`src/rtl/diffeq_solver_fx.sv`:
```
// Fixed-point Euler solver for y'' + 3xy' + 3y = 0.
// The datapath uses one shared saturating multiplier and one shared adder, sequenced by a Moore FSM.
module diffeq_solver_fx #(
    parameter int WIDTH    = 16,
    parameter int FRAC     = 8,
    parameter int MAX_ITER = 255,
    localparam int ITER_W  = $clog2(MAX_ITER + 1)
) (
    input  logic              clk,
    input  logic              rst,
    input  logic              start,
    input  logic [WIDTH-1:0]  x_in,
    input  logic [WIDTH-1:0]  u_in,
    input  logic [WIDTH-1:0]  y_in,
    input  logic [WIDTH-1:0]  dx_in,
    input  logic [WIDTH-1:0]  a_in,
    output logic [WIDTH-1:0]  x_out,
    output logic [WIDTH-1:0]  u_out,
    output logic [WIDTH-1:0]  y_out,
    output logic [ITER_W-1:0] iter_out,
    output logic              busy,
    output logic              done,
    output logic              sat,
    output logic              iter_limit
);

    typedef enum logic [2:0] {
        IDLE  = 3'd0,
        CHECK = 3'd1,
        MUL_A = 3'd2,
        MUL_B = 3'd3,
        MUL_C = 3'd4,
        SUM   = 3'd5,
        UPD   = 3'd6,
        DONE  = 3'd7
    } state_t;

    localparam logic [WIDTH-1:0] VMAX = {1'b0, {(WIDTH-1){1'b1}}};
    localparam logic [WIDTH-1:0] VMIN = {1'b1, {(WIDTH-1){1'b0}}};

    // Helper results are packed as {overflow, value}.
    function automatic logic [WIDTH:0] sat_mul(input logic [WIDTH-1:0] a, input logic [WIDTH-1:0] b);
        logic signed [2*WIDTH-1:0] ae;
        logic signed [2*WIDTH-1:0] be;
        logic signed [2*WIDTH-1:0] p;
        ae = {{WIDTH{a[WIDTH-1]}}, a};
        be = {{WIDTH{b[WIDTH-1]}}, b};
        p  = ae * be;
        p  = p >>> FRAC;
        if (p[2*WIDTH-1:WIDTH-1] == {(WIDTH+1){p[2*WIDTH-1]}}) begin
            return {1'b0, p[WIDTH-1:0]};
        end else if (p[2*WIDTH-1]) begin
            return {1'b1, VMIN};
        end else begin
            return {1'b1, VMAX};
        end
    endfunction

    function automatic logic [WIDTH:0] sat_add(input logic [WIDTH-1:0] a, input logic [WIDTH-1:0] b);
        logic [WIDTH:0] s;
        s = {a[WIDTH-1], a} + {b[WIDTH-1], b};
        if (s[WIDTH] == s[WIDTH-1]) begin
            return {1'b0, s[WIDTH-1:0]};
        end else if (s[WIDTH]) begin
            return {1'b1, VMIN};
        end else begin
            return {1'b1, VMAX};
        end
    endfunction

    function automatic logic [WIDTH:0] sat_sub(input logic [WIDTH-1:0] a, input logic [WIDTH-1:0] b);
        logic [WIDTH:0] s;
        s = {a[WIDTH-1], a} - {b[WIDTH-1], b};
        if (s[WIDTH] == s[WIDTH-1]) begin
            return {1'b0, s[WIDTH-1:0]};
        end else if (s[WIDTH]) begin
            return {1'b1, VMIN};
        end else begin
            return {1'b1, VMAX};
        end
    endfunction

    // The multiply by three is formed as s + 2s, which needs two guard bits.
    function automatic logic [WIDTH:0] sat_triple(input logic [WIDTH-1:0] a);
        logic [WIDTH+1:0] ae;
        logic [WIDTH+1:0] t;
        ae = {{2{a[WIDTH-1]}}, a};
        t  = ae + (ae << 1);
        if (t[WIDTH+1:WIDTH-1] == {3{t[WIDTH+1]}}) begin
            return {1'b0, t[WIDTH-1:0]};
        end else if (t[WIDTH+1]) begin
            return {1'b1, VMIN};
        end else begin
            return {1'b1, VMAX};
        end
    endfunction

    state_t state_r;
    state_t next_state_s;

    logic [WIDTH-1:0]  x_r, u_r, y_r, dx_r, a_r;
    logic [WIDTH-1:0]  xn_r, yn_r, t1_r, t2_r, t3_r, s_r;
    logic [ITER_W-1:0] iter_r;
    logic              sat_r;

    logic [WIDTH-1:0]  mul_op_a_s, mul_op_b_s, add_op_a_s, add_op_b_s;
    logic [WIDTH:0]    mul_res_s, add_res_s, tri_res_s, upd_res_s;
    logic              x_ge_a_s, lim_hit_s;

    assign x_ge_a_s  = ($signed(x_r) >= $signed(a_r));
    assign lim_hit_s = (iter_r == ITER_W'(MAX_ITER));
    assign mul_res_s = sat_mul(mul_op_a_s, mul_op_b_s);
    assign add_res_s = sat_add(add_op_a_s, add_op_b_s);
    assign tri_res_s = sat_triple(s_r);
    assign upd_res_s = sat_sub(u_r, tri_res_s[WIDTH-1:0]);

    // Operand steering for the shared multiplier and adder
    always_comb begin
        mul_op_a_s = '0;
        mul_op_b_s = '0;
        add_op_a_s = '0;
        add_op_b_s = '0;
        case (state_r)
            MUL_A: begin
                mul_op_a_s = u_r;
                mul_op_b_s = dx_r;
                add_op_a_s = x_r;
                add_op_b_s = dx_r;
            end
            MUL_B: begin
                mul_op_a_s = x_r;
                mul_op_b_s = t1_r;
                add_op_a_s = y_r;
                add_op_b_s = t1_r;
            end
            MUL_C: begin
                mul_op_a_s = y_r;
                mul_op_b_s = dx_r;
            end
            SUM: begin
                add_op_a_s = t2_r;
                add_op_b_s = t3_r;
            end
            default: begin
                mul_op_a_s = '0;
                mul_op_b_s = '0;
            end
        endcase
    end

    // Next-state logic
    always_comb begin
        next_state_s = state_r;
        case (state_r)
            IDLE: begin
                if (start) begin
                    next_state_s = CHECK;
                end else begin
                    next_state_s = IDLE;
                end
            end
            CHECK: begin
                if (x_ge_a_s || lim_hit_s) begin
                    next_state_s = DONE;
                end else begin
                    next_state_s = MUL_A;
                end
            end
            MUL_A:   next_state_s = MUL_B;
            MUL_B:   next_state_s = MUL_C;
            MUL_C:   next_state_s = SUM;
            SUM:     next_state_s = UPD;
            UPD:     next_state_s = CHECK;
            DONE:    next_state_s = IDLE;
            default: next_state_s = IDLE;
        endcase
    end

    // State register
    always_ff @(posedge clk or negedge rst) begin
        if (!rst) begin
            state_r <= IDLE;
        end else begin
            state_r <= next_state_s;
        end
    end

    // Working registers, result registers and status flags
    always_ff @(posedge clk or negedge rst) begin
        if (!rst) begin
            x_r        <= '0;
            u_r        <= '0;
            y_r        <= '0;
            dx_r       <= '0;
            a_r        <= '0;
            xn_r       <= '0;
            yn_r       <= '0;
            t1_r       <= '0;
            t2_r       <= '0;
            t3_r       <= '0;
            s_r        <= '0;
            iter_r     <= '0;
            sat_r      <= 1'b0;
            x_out      <= '0;
            u_out      <= '0;
            y_out      <= '0;
            iter_out   <= '0;
            sat        <= 1'b0;
            iter_limit <= 1'b0;
            busy       <= 1'b0;
            done       <= 1'b0;
        end else begin
            busy <= (next_state_s != IDLE);
            done <= (state_r == CHECK) && (next_state_s == DONE);
            case (state_r)
                IDLE: begin
                    if (start) begin
                        x_r    <= x_in;
                        u_r    <= u_in;
                        y_r    <= y_in;
                        dx_r   <= dx_in;
                        a_r    <= a_in;
                        iter_r <= '0;
                        sat_r  <= 1'b0;
                    end
                end
                CHECK: begin
                    // Results are published on the edge entering DONE so they line up with done.
                    if (x_ge_a_s || lim_hit_s) begin
                        x_out      <= x_r;
                        u_out      <= u_r;
                        y_out      <= y_r;
                        iter_out   <= iter_r;
                        sat        <= sat_r;
                        iter_limit <= !x_ge_a_s;
                    end
                end
                MUL_A: begin
                    t1_r  <= mul_res_s[WIDTH-1:0];
                    xn_r  <= add_res_s[WIDTH-1:0];
                    sat_r <= sat_r | mul_res_s[WIDTH] | add_res_s[WIDTH];
                end
                MUL_B: begin
                    t2_r  <= mul_res_s[WIDTH-1:0];
                    yn_r  <= add_res_s[WIDTH-1:0];
                    sat_r <= sat_r | mul_res_s[WIDTH] | add_res_s[WIDTH];
                end
                MUL_C: begin
                    t3_r  <= mul_res_s[WIDTH-1:0];
                    sat_r <= sat_r | mul_res_s[WIDTH];
                end
                SUM: begin
                    s_r   <= add_res_s[WIDTH-1:0];
                    sat_r <= sat_r | add_res_s[WIDTH];
                end
                UPD: begin
                    x_r    <= xn_r;
                    y_r    <= yn_r;
                    u_r    <= upd_res_s[WIDTH-1:0];
                    iter_r <= iter_r + 1'b1;
                    sat_r  <= sat_r | tri_res_s[WIDTH] | upd_res_s[WIDTH];
                end
                default: begin
                    sat_r <= sat_r;
                end
            endcase
        end
    end

endmodule

```
`config.mk`:
```
export PLATFORM = sky130hd
export DESIGN_NAME = diffeq_solver_fx
export DESIGN_NICKNAME = d
export VERILOG_FILES = /design/src/rtl/diffeq_solver_fx.sv
export SDC_FILE = /design/constraint.sdc
export NUM_CORES = 1
export LEC_CHECK = 0
export CAP_MARGIN = 20
export CORE_MARGIN = 1
export CORE_UTILIZATION = 35
export DETAILED_ROUTE_END_ITERATION = 8
export GPL_TIMING_DRIVEN = 0
export PLACE_DENSITY = 0.58
export RECOVER_POWER = 100
export SLEW_MARGIN = 10
export SYNTH_ARGS = -nofsm -noshare
export SYNTH_HDL_FRONTEND = slang
export SYNTH_SLANG_ARGS = --single-unit
export TNS_END_PERCENT = 30
```
`constraint.sdc`:
```
create_clock -name clk -period 14.1 [get_ports clk]
set_clock_uncertainty 0.05 [all_clocks]
set_input_delay 1.41 -clock clk [delete_from_list [all_inputs] [get_ports clk]]
set_output_delay 1.41 -clock clk [all_outputs]
set_load 0.1 [all_outputs]
```
==> results.py <==
# Generated from Yosys and OpenROAD reports
metrics = {
    "run_status": {
        "run_status": "finished with violations",
        "failed_checks": "max-capacitance violations, max-slew violations",
    },
    "timing": {
        "total_count_of_max_transition_violations_in_the_final_report": 168,
        "setup-tns-final_ns": 0,
        "slew_headroom": -2.109,
        "max_slew.worst_pin.slew_ns": 4.664,
        "holdWs_ns": 0.4350,
    },
    "clock_network": {
        "cts-buffers-inserted": 28,
        "clock_sinks": 248,
        "cell_at_the_root_of_the_clock_tree": "clkbuf_16",
        "tritoncts_clock_tree": "yes",
        "clkTransAtPathRegs_ns": 0.06,
    },
    "global_routing": {
        "first_global_vias": 20133,
        "number_of_antenna_violations_at_the_first_check_in_global_routing": 3,
        "globalRoute.totalOverflow": 0,
    },
    "final_layout": {
        "combAreaFraction": 0.5701,
        "flops": 248,
        "area.combinational_um2": 15120,
        "clkbuf_count": 43,
        "final-nonclk-buf-share": 0.07192,
        "biggestCellCategory": "combinational gates",
        "layout_cells_sized_above_1": 0.04263,
        "insertedDiodeCount": 0,
    },
    "routing": {
        "detail-route-antenna-nets": 0,
        "first_iter_violations": 1528,
        "remaining_drc_errors": 0,
        "met2_length_um": 36740,
        "maxUsedRoutingLayer": "met5",
    },
    "floorplan": {
        "placeableCoreArea_um2": 64810,
        "floorplan.tapcells": 855,
        "floorplan.die.height_um": 258.9,
        "die_w_um": 258.9,
    },
    "yosys": {
        "dominantRegCellSynth": "dfrtp_1",
        "synthXorXnorAreaFrac": 0.02541,
        "simple_gate_area_frac": 0.1325,
        "edf_count": 0,
        "synth.cellmix.compoundShare": 0.1360,
        "yosys_cells": 2572,
    },
    "place": {
        "place_hpwl_um": 65200,
    },
    "job": {
        "timing.max_cap.violations": 3,
    },
}
stage by stage:
stage               setup WS (ns)    util
finish                      2.548  0.4091
detailed placement          3.822  0.3960
CTS                         3.793  0.4100
floorplan                   5.913       -
global route                1.915  0.4091
global placement           0.9596  0.3947
final timing paths:
kind / start / end / slack [ns] / depth (start not counted)
worst max-delay path: state_r[0] / t2_r[12] / 2.55 / 30
worst max register to register: state_r[0] / t2_r[12] / 2.55 / 30
worst min register to register: xn_r[5] / xn_r[5] / 0.43 / 2
worst min-delay path: xn_r[5] / xn_r[5] / 0.43 / 2
max in group asynchronous: rst / y_out[6] / 5.96 / 2
min in group asynchronous: rst / s_r[7] / 2.13 / 1
cell usage after synthesis, types with 20 or more instances:
master and count:
fa_1 264, a21o_1 20, dfrtp_1 248, inv_1 349, mux2i_1 61, o21a_1 28
ha_1 143, xnor2_1 48, o21ai_0 184, o22ai_1 40, a21oi_1 104, clkbuf_1 97
nor2_1 262, mux2_2 58, nand2_1 363, o21ai_1 30
critical path: cells and delay by family (launching register included):
| kind | cells | cell delay (ns) |
|---|---|---|
| AOI/OAI and AO/OA | 11 | 4.26 |
| muxes | 1 | 0.21 |
| and+or+nand+nor | 1 | 0.18 |
| adders and majority gates | 7 | 3.40 |
| DFF | 1 | 0.32 |
| buffers and inverters | 10 | 3.07 |
flip-flops by register name (all words and copies together) (netlist names), 3 cells and up:
signal and flops:
a_r 16, dx_r 16, iter_out 8, iter_r 8, s_r 16, state_r 3
t1_r 16, t2_r 16, t3_r 16, u_out 16, u_r 16, x_out 16
x_r 16, xn_r 16, y_out 16, y_r 16, yn_r 16
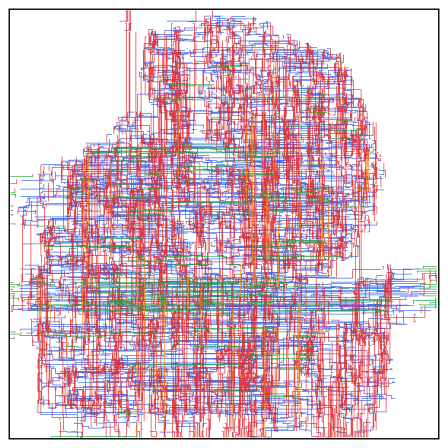
layers.png
Blue is M1, wire length 34.5 mm. Purple is M5, wire length 35.0 µm. Green is M3, wire length 5270 µm. Red is M2, wire length 36.7 mm. Orange is M4, wire length 2190 µm.
total detailed-routing wirelength: 78730 µm
number of vias after detailed routing: 19252
GRT Util Overall: 0.2397
average wire length per cell after detail routing: 21.73 µm

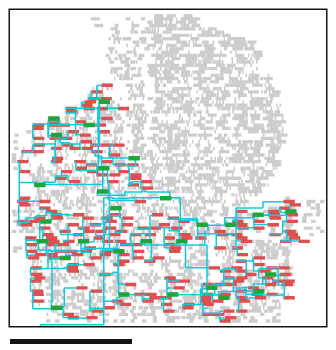
clock_wires.png
Scale bar: 100 µm.
Red is flip-flops, count 248. Green is clock-net drivers, count 28. Cyan is clock wires, length 3570 µm.
There are 29 routed clock nets.
insertion delay at the late pin of the worst-skew pair: 0.58 ns

